==> config.mk <==
export PLATFORM = sky130hd
export DESIGN_NAME = infix_to_postfix_flat
export DESIGN_NICKNAME = d
export VERILOG_FILES = /design/src/rtl/infix_to_postfix_pkg.sv /design/src/rtl/infix_to_postfix_if.sv /design/src/rtl/infix_to_postfix_op_stack.sv /design/src/rtl/infix_to_postfix.sv /design/src/flat_wrapper.sv
export SDC_FILE = /design/constraint.sdc
export NUM_CORES = 1
export LEC_CHECK = 0
export CAP_MARGIN = 20
export CORE_ASPECT_RATIO = 0.7
export CORE_MARGIN = 1
export CORE_UTILIZATION = 31
export CTS_BUF_LIST = sky130_fd_sc_hd__clkbuf_8
export CTS_CLUSTER_DIAMETER = 150
export DETAILED_ROUTE_END_ITERATION = 8
export PLACE_DENSITY = 0.48
export SLEW_MARGIN = 10
export SYNTH_ARGS = -nofsm -noshare
export SYNTH_HDL_FRONTEND = slang
export SYNTH_SLANG_ARGS = --single-unit
export TNS_END_PERCENT = 10
==> constraint.sdc <==
create_clock -name clk -period 4.9 [get_ports clk]
set_input_delay 0.735 -clock clk [delete_from_list [all_inputs] [get_ports clk]]
set_output_delay 0.735 -clock clk [all_outputs]
set_load 0.02 [all_outputs]
**Supply network**

Scale bar: 50 um. Pins as bars on the die edge.
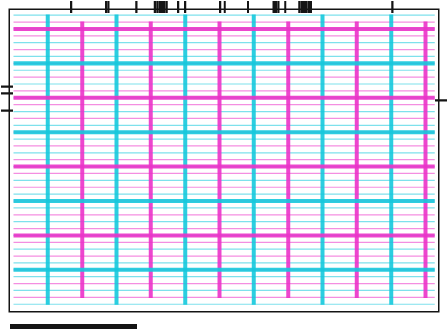
net	color
VDD	magenta
VSS	cyan
met1 rails	43
met4 straps	12
met5 straps	8
signal pins	30
Worst VDD drop: 0.4638 mV
die height: 119.0 um

**Placed cells, one color a class**

Scale bar: 50 um.
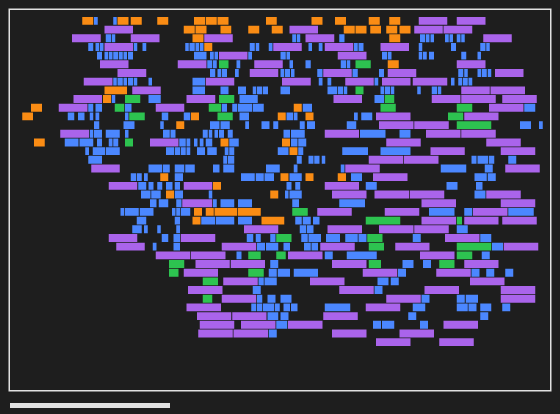
class	color	cells
other buffers and delay cells	orange	52
clock drivers and dummy loads	green	32
combinational and other logic	blue	336
flops	purple	127
Cell Rows: 42
fin area: 7181 um^2
core area: 19020 um^2

**Clock distribution**

Scale bar: 50 um.
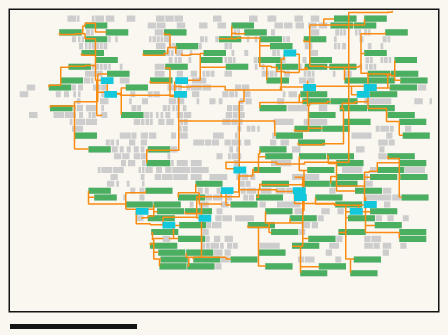
[clock drivers] cyan | count: 17
[flip-flops] green | count: 127
[clock wires] orange | length: 1750 um
routed clock nets	18
flops lie	all over the die
clock latency on the worst-skew pair: 450 ps
Clock Power Share: 18.1%
clk pwr: 1.01 mW
Clock Skew: 19.79 ps

==> Changelog: implementation <==
### Metrics

- Status: finished, final reports clean
- M3 GR Usage: around 4%
- F_max: roughly 0.21 GHz
- Die ar.: ~20000 um^2
- Final Setup Violations: 0
- First-pass GRT wire length: between 20000 and 25000 um
- Sw power: 2.417 mW
- Worst Setup Start Kind: flip-flop
- Clock-pin slew on the worst setup and hold paths: about 90 ps
- Grt ovf: 0
- Post-cts resize count: 0
- GRT busiest layer: met1
- Clock root buffer: clkbuf_8
- Most common reg cell: edfxtp_1
- RSZ-0062 raised after global routing: true
- Drt drc: 0
- CTS tree: built
- Post-synth EDFFs: around 80
- Total power: 5.564 mW
- Worst Path Buf+Inv: 4
- M1 WL: 8520 um
- Cells along the critical path: inv_1, ha_1, xnor2_2, buf_12, mux2_2, nor4_2, o21ai_0, and3_1, o211ai_1, ha_1, nand2b_1, a21oi_1, o31ai_1, buf_4, nor2b_1, buf_4, o21ai_1, nor2b_1
- Most instantiated library cell after synthesis: edfxtp_1
- Number of global-route vias before repair: 3857
- Worst Max-Slew Pin Slew: just under 800 ps
- Max-area cell share: between 30% and 40%
- Simple-Gate Area Share: roughly 17%
- Synth cell count leaders: 80 x edfxtp_1, 73 x nand2_1, 47 x dfrtp_1
- Yosys Chip Area: approximately 6100 um^2
- Pre-CTS WS: about 180 ps
- Most instantiated logic cells after routing: 80 x edfxtp_1, 73 x nand2_1, 46 x dfrtp_1, 28 x clkdlybuf4s50_1, 22 x a21oi_1
- Filler cells: between 1500 and 2000
- Max-slew violation count: 0
- R2R cell count: 18
- GP Congestion: just under 0.8
- DR WL met2: roughly 6000 um
- Flop pwr share: 28.3%
[power by group through the flow]
stage               registers (mW)  logic (mW)  clock network (mW)
detailed placement            1.60        2.93                   0
floorplan                     1.61        1.98                   0
global placement              1.60        2.91                   0
finish                        1.57        2.98                1.01
CTS                           1.57        2.94                1.03
global route                  1.60        3.24                1.06
[layout make-up]
| cell class | count | area [um^2] | area share [%] |
|---|---|---|---|
| Clock buffer | 17 | 234.0 | 3.258 |
| Tap cell | 264 | 330.3 | 4.600 |
| Timing Repair Buffer | 52 | 510.5 | 7.109 |
| Inverter | 11 | 41.29 | 0.5750 |
| Multi-Input combinational cell | 325 | 2288 | 31.87 |
| Sequential cell | 127 | 3580 | 49.85 |
| Clock inverter | 15 | 196.4 | 2.736 |
Power figures rest on the tool's default switching activity, not on a simulated workload.
